## src/rtl/hazard_pkg.sv

```systemverilog
// Shared types and defaults for the MIPS hazard controller and its MDU busy tracker.
package hazard_pkg;

  typedef enum logic [1:0] {
    FWD_REG = 2'b00,
    FWD_WB  = 2'b01,
    FWD_MEM = 2'b10
  } fwd_sel_e;

  localparam int MDU_LAT_DEFAULT = 4;

endpackage

```

## src/rtl/mdu_busy_tracker.sv

```systemverilog
// Counts down the cycles until an issued mult/div writes HI/LO; busy while nonzero.
module mdu_busy_tracker
  import hazard_pkg::*;
#(
  parameter int LAT = MDU_LAT_DEFAULT
) (
  input  logic clk,
  input  logic rst_n,
  input  logic start,
  input  logic hold,
  output logic busy
);

  logic [3:0] cnt;

  // A held E stage means the op did not really issue; the countdown itself
  // keeps running because the MDU is not frozen by memory waits.
  always_ff @(posedge clk or negedge rst_n) begin
    if (!rst_n)              cnt <= '0;
    else if (start && !hold) cnt <= 4'(LAT);
    else if (cnt != '0)      cnt <= cnt - 4'd1;
  end

  assign busy = (cnt != '0);

endmodule

```

## src/rtl/hazard_unit_mc.sv

```systemverilog
// Pipeline hazard controller: forwarding, load-use/branch/MDU stalls, memory freeze, stall counter.
module hazard_unit_mc
  import hazard_pkg::*;
#(
  parameter int REG_W   = 5,
  parameter int MDU_LAT = MDU_LAT_DEFAULT,
  parameter int CNT_W   = 32
) (
  input  logic             clk_i,
  input  logic             rst_ni,
  input  logic [REG_W-1:0] rs_d_i,
  input  logic [REG_W-1:0] rt_d_i,
  input  logic [1:0]       branch_d_i,
  input  logic             pc_src_d_i,
  input  logic [2:0]       jump_d_i,
  input  logic             mdu_op_d_i,
  input  logic             hilo_rd_d_i,
  input  logic [REG_W-1:0] rs_e_i,
  input  logic [REG_W-1:0] rt_e_i,
  input  logic [REG_W-1:0] write_reg_e_i,
  input  logic             mem_to_reg_e_i,
  input  logic             reg_write_e_i,
  input  logic             mdu_start_e_i,
  input  logic [REG_W-1:0] write_reg_m_i,
  input  logic             mem_to_reg_m_i,
  input  logic             reg_write_m_i,
  input  logic [REG_W-1:0] write_reg_w_i,
  input  logic             reg_write_w_i,
  input  logic             dmem_wait_i,
  input  logic             perf_clr_i,
  output logic             stall_f_o,
  output logic             stall_d_o,
  output logic             stall_e_o,
  output logic             stall_m_o,
  output logic             flush_d_o,
  output logic             flush_e_o,
  output logic             forward_a_d_o,
  output logic             forward_b_d_o,
  output logic [1:0]       forward_a_e_o,
  output logic [1:0]       forward_b_e_o,
  output logic             hilo_busy_o,
  output logic [CNT_W-1:0] stall_cnt_o
);

  function automatic fwd_sel_e fwd_e(input logic [REG_W-1:0] src);
    if (src != '0 && src == write_reg_m_i && reg_write_m_i)      return FWD_MEM;
    else if (src != '0 && src == write_reg_w_i && reg_write_w_i) return FWD_WB;
    else                                                         return FWD_REG;
  endfunction

  assign forward_a_e_o = fwd_e(rs_e_i);
  assign forward_b_e_o = fwd_e(rt_e_i);
  assign forward_a_d_o = (rs_d_i != '0) && (rs_d_i == write_reg_m_i) && reg_write_m_i;
  assign forward_b_d_o = (rt_d_i != '0) && (rt_d_i == write_reg_m_i) && reg_write_m_i;

  logic lw_stall, br_stall, mdu_stall, hz, x_e, x_m;

  assign lw_stall = mem_to_reg_e_i && (write_reg_e_i != '0) &&
                    (rs_d_i == write_reg_e_i || rt_d_i == write_reg_e_i);
  assign x_e = reg_write_e_i && (write_reg_e_i != '0) &&
               (rs_d_i == write_reg_e_i || rt_d_i == write_reg_e_i);
  assign x_m = mem_to_reg_m_i && (write_reg_m_i != '0) &&
               (rs_d_i == write_reg_m_i || rt_d_i == write_reg_m_i);
  assign br_stall = (branch_d_i != '0) && (x_e || x_m);

  mdu_busy_tracker #(.LAT(MDU_LAT)) u_mdu (
    .clk   (clk_i),
    .rst_n (rst_ni),
    .start (mdu_start_e_i),
    .hold  (stall_e_o),
    .busy  (hilo_busy_o)
  );

  // An op issuing in E this cycle already blocks HI/LO users in D.
  assign mdu_stall = (mdu_op_d_i || hilo_rd_d_i) && (hilo_busy_o || mdu_start_e_i);
  assign hz        = lw_stall || br_stall || mdu_stall;

  always_comb begin
    stall_f_o = 1'b0;
    stall_d_o = 1'b0;
    stall_e_o = 1'b0;
    stall_m_o = 1'b0;
    flush_d_o = 1'b0;
    flush_e_o = 1'b0;
    if (dmem_wait_i) begin
      stall_f_o = 1'b1;
      stall_d_o = 1'b1;
      stall_e_o = 1'b1;
      stall_m_o = 1'b1;
    end else begin
      stall_f_o = hz;
      stall_d_o = hz;
      flush_e_o = hz;
      flush_d_o = (pc_src_d_i || jump_d_i != '0) && !hz;
    end
  end

  always_ff @(posedge clk_i or negedge rst_ni) begin
    if (!rst_ni)                           stall_cnt_o <= '0;
    else if (perf_clr_i)                   stall_cnt_o <= '0;
    else if (stall_d_o && stall_cnt_o != '1) stall_cnt_o <= stall_cnt_o + CNT_W'(1);
  end

  a_no_issue_while_busy: assert property (
    @(posedge clk_i) disable iff (!rst_ni) !(mdu_start_e_i && hilo_busy_o));

endmodule
```

## config.mk

```make
export PLATFORM = sky130hd
export DESIGN_NAME = hazard_unit_mc
export DESIGN_NICKNAME = d
export VERILOG_FILES = /design/src/rtl/hazard_pkg.sv /design/src/rtl/mdu_busy_tracker.sv /design/src/rtl/hazard_unit_mc.sv
export SDC_FILE = /design/constraint.sdc
export NUM_CORES = 1
export LEC_CHECK = 0
export CAP_MARGIN = 20
export CORE_ASPECT_RATIO = 0.6
export CORE_MARGIN = 4
export CORE_UTILIZATION = 45
export DETAILED_ROUTE_END_ITERATION = 10
export GPL_TIMING_DRIVEN = 0
export PLACE_DENSITY = 0.79
export RECOVER_POWER = 25
export SETUP_SLACK_MARGIN = 0.02
export SLEW_MARGIN = 30
export SYNTH_ARGS = -nofsm -noshare
export SYNTH_HDL_FRONTEND = slang
export SYNTH_SLANG_ARGS = --single-unit
```

## constraint.sdc

```tcl
create_clock -name clk_i -period 2.5 [get_ports clk_i]
set_input_delay 0.25 -clock clk_i [delete_from_list [all_inputs] [get_ports clk_i]]
set_output_delay 0.25 -clock clk_i [all_outputs]
set_load 0.1 [all_outputs]
```

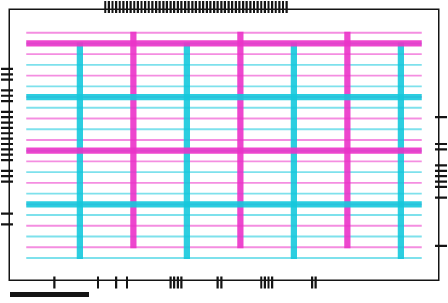
**Above:** PDN straps and rails.
The bar under the picture is 20 microns long. Pins as bars on the die edge.
VDD: shown in magenta. VSS: shown in cyan.
22 met1 rails follow the rows. The core has 21 rows. 98 signal pins sit on the boundary. 7 straps on met4.

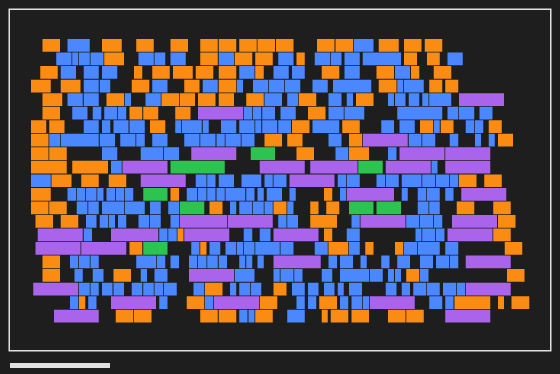
**Above:** cells colored by class.
The bar under the picture is 20 microns long.
all other logic: shown in blue, cells 260, share of their area 45%. flip-flops: shown in purple, cells 36, share of their area 23%. clock drivers and dummy loads: shown in green, cells 8, share of their area 3.1%. other buffers and delay cells: shown in orange, cells 126, share of their area 29%.
fraction of area in registers: 22.0%
area inside the core boundary: 5730 sq um
number of placement rows: 21
Util after Layout: 71.9%
Finished Cell Area: 4120 sq um

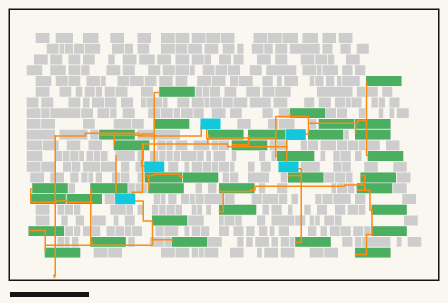
**Above:** routed clock nets over the placement.
The bar under the picture is 20 microns long.
flip-flops: shown in green, count 36. cells driving clock nets: shown in cyan, count 5. clock wires: shown in orange, length 512 microns.
There are 6 routed clock nets.

==> results.txt <==
This note records the results obtained with Yosys and OpenROAD.

STA
The worst pin sits at a relative slew slack of 33.0%. The final tally of setup violations is 0. Setup repair after global routing could not meet its margin everywhere. The worst setup margin is 85.1 ps. The final-report max-slew violation count is 0.

GRT
Summed over all routing layers, the global router reports a total usage of approximately a quarter.

Die
The die boundary width is approximately 110 microns. The starting density of the core is 47.6%.

Layout
In this run the layout overhead on the synthesized area is reported as 50.9%. The most frequent logic cell in the layout is sky130_fd_sc_hd__clkdlybuf4s50_1. 0 antenna diodes ended up in the layout.

Run status
The flow ran to the end, and the final reports show no timing, DRC or antenna violations.

Worst setup path
The arrival time of data at the worst endpoint is listed as between 2000 and 3000 ps. The family of cells with the greatest summed delay on the critical path is simple AND/OR/NAND/NOR gates. The data required time reported for the critical path is 2720 ps.

Route
The uppermost metal layer occupied by signal nets is met4.

Clock network
The CTS tree is done. Per the CTS log, the buffer count on the longest clock path is 2.

Power and ir drop
IR analysis of the VDD net gives a maximum drop of 0.345 mV.

Yosys
The chip area in the Yosys report is 2730 sq um. For this run, the leading register cell type out of synthesis is sky130_fd_sc_hd__dfrtp_1.
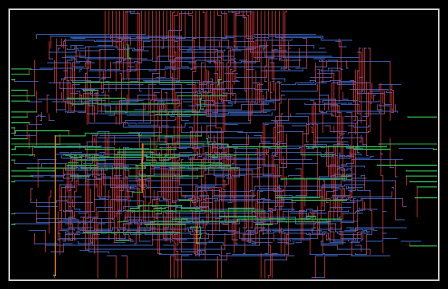
**Above:** wiring by layer.
met4: shown in orange, wire length 51.7 microns. met3: shown in green, wire length 927 microns. met1: shown in blue, wire length 4260 microns. met2: shown in red, wire length 4240 microns.

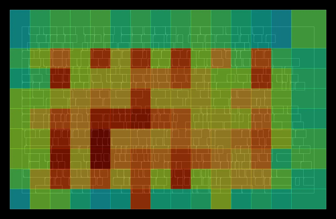
**Above:** track usage over the die.
GR Util met1: 38.8%
Avg WL per Cell: 18.6 microns
peak-usage layer in the global routing report: met1

[cell families (layout without fill, tap and decap cells)]
| family | Yosys count | count (layout) | synth area share [%] |
|---|---|---|---|
| compound gates | 68 | 68 | 14.8 |
| xor+xnor | 42 | 42 | 13.5 |
| fa+ha+maj | 3 | 3 | 1.38 |
| buf+inv | 30 | 140 | 6.51 |
| flops | 36 | 36 | 33.0 |
| mux | 3 | 3 | 1.24 |
| simple gates | 138 | 138 | 29.6 |
[sequential cells by signal, summed over array words and instances (netlist names)]
signal	flops
u_mdu.cnt	4
stall_cnt_o	32
[final timing paths]
kind | cells past startpoint | to | start
setup / recovery | 9 | stall_cnt_o[30] | stall_cnt_o[0]
hold / removal | 4 | stall_cnt_o[17] | perf_clr_i
max in group asynchronous | 3 | stall_cnt_o[0] | rst_ni
setup reg to reg | 9 | stall_cnt_o[30] | stall_cnt_o[0]
hold reg to reg | 2 | u_mdu.cnt[3] | u_mdu.cnt[3]
min in group asynchronous | 2 | stall_cnt_o[18] | rst_ni
[through the flow]
step                      util [%]  hold slack (ps)
after floorplan                  -            -45.6
after global placement        67.1              550
after detailed placement      67.4              145
after CTS                     71.2              374
after global routing          71.9              542
final                         71.9              481
[what timing repair did]
action	4_1_cts	5_1_grt
endpoints found under the hold margin	11	0
setup endpoints to repair	23	38
buffers inserted	9	2
pin swaps	4	7
hold buffers	1	0
gates resized	64	26
[power by group]
part           internal [mW]  switching, mW
clock                  0.352          0.218
sequential             0.621         0.0319
combinational          0.322          0.465
total                   1.29          0.714
[tightest hold or removal path: stages]
cell	delay [ps]
sky130_fd_sc_hd__clkbuf_1	200
sky130_fd_sc_hd__nor2b_1	150
sky130_fd_sc_hd__o21ai_0	80
sky130_fd_sc_hd__nand2_1	60
Power figures rest on the tool's default switching activity, not on a simulated workload.
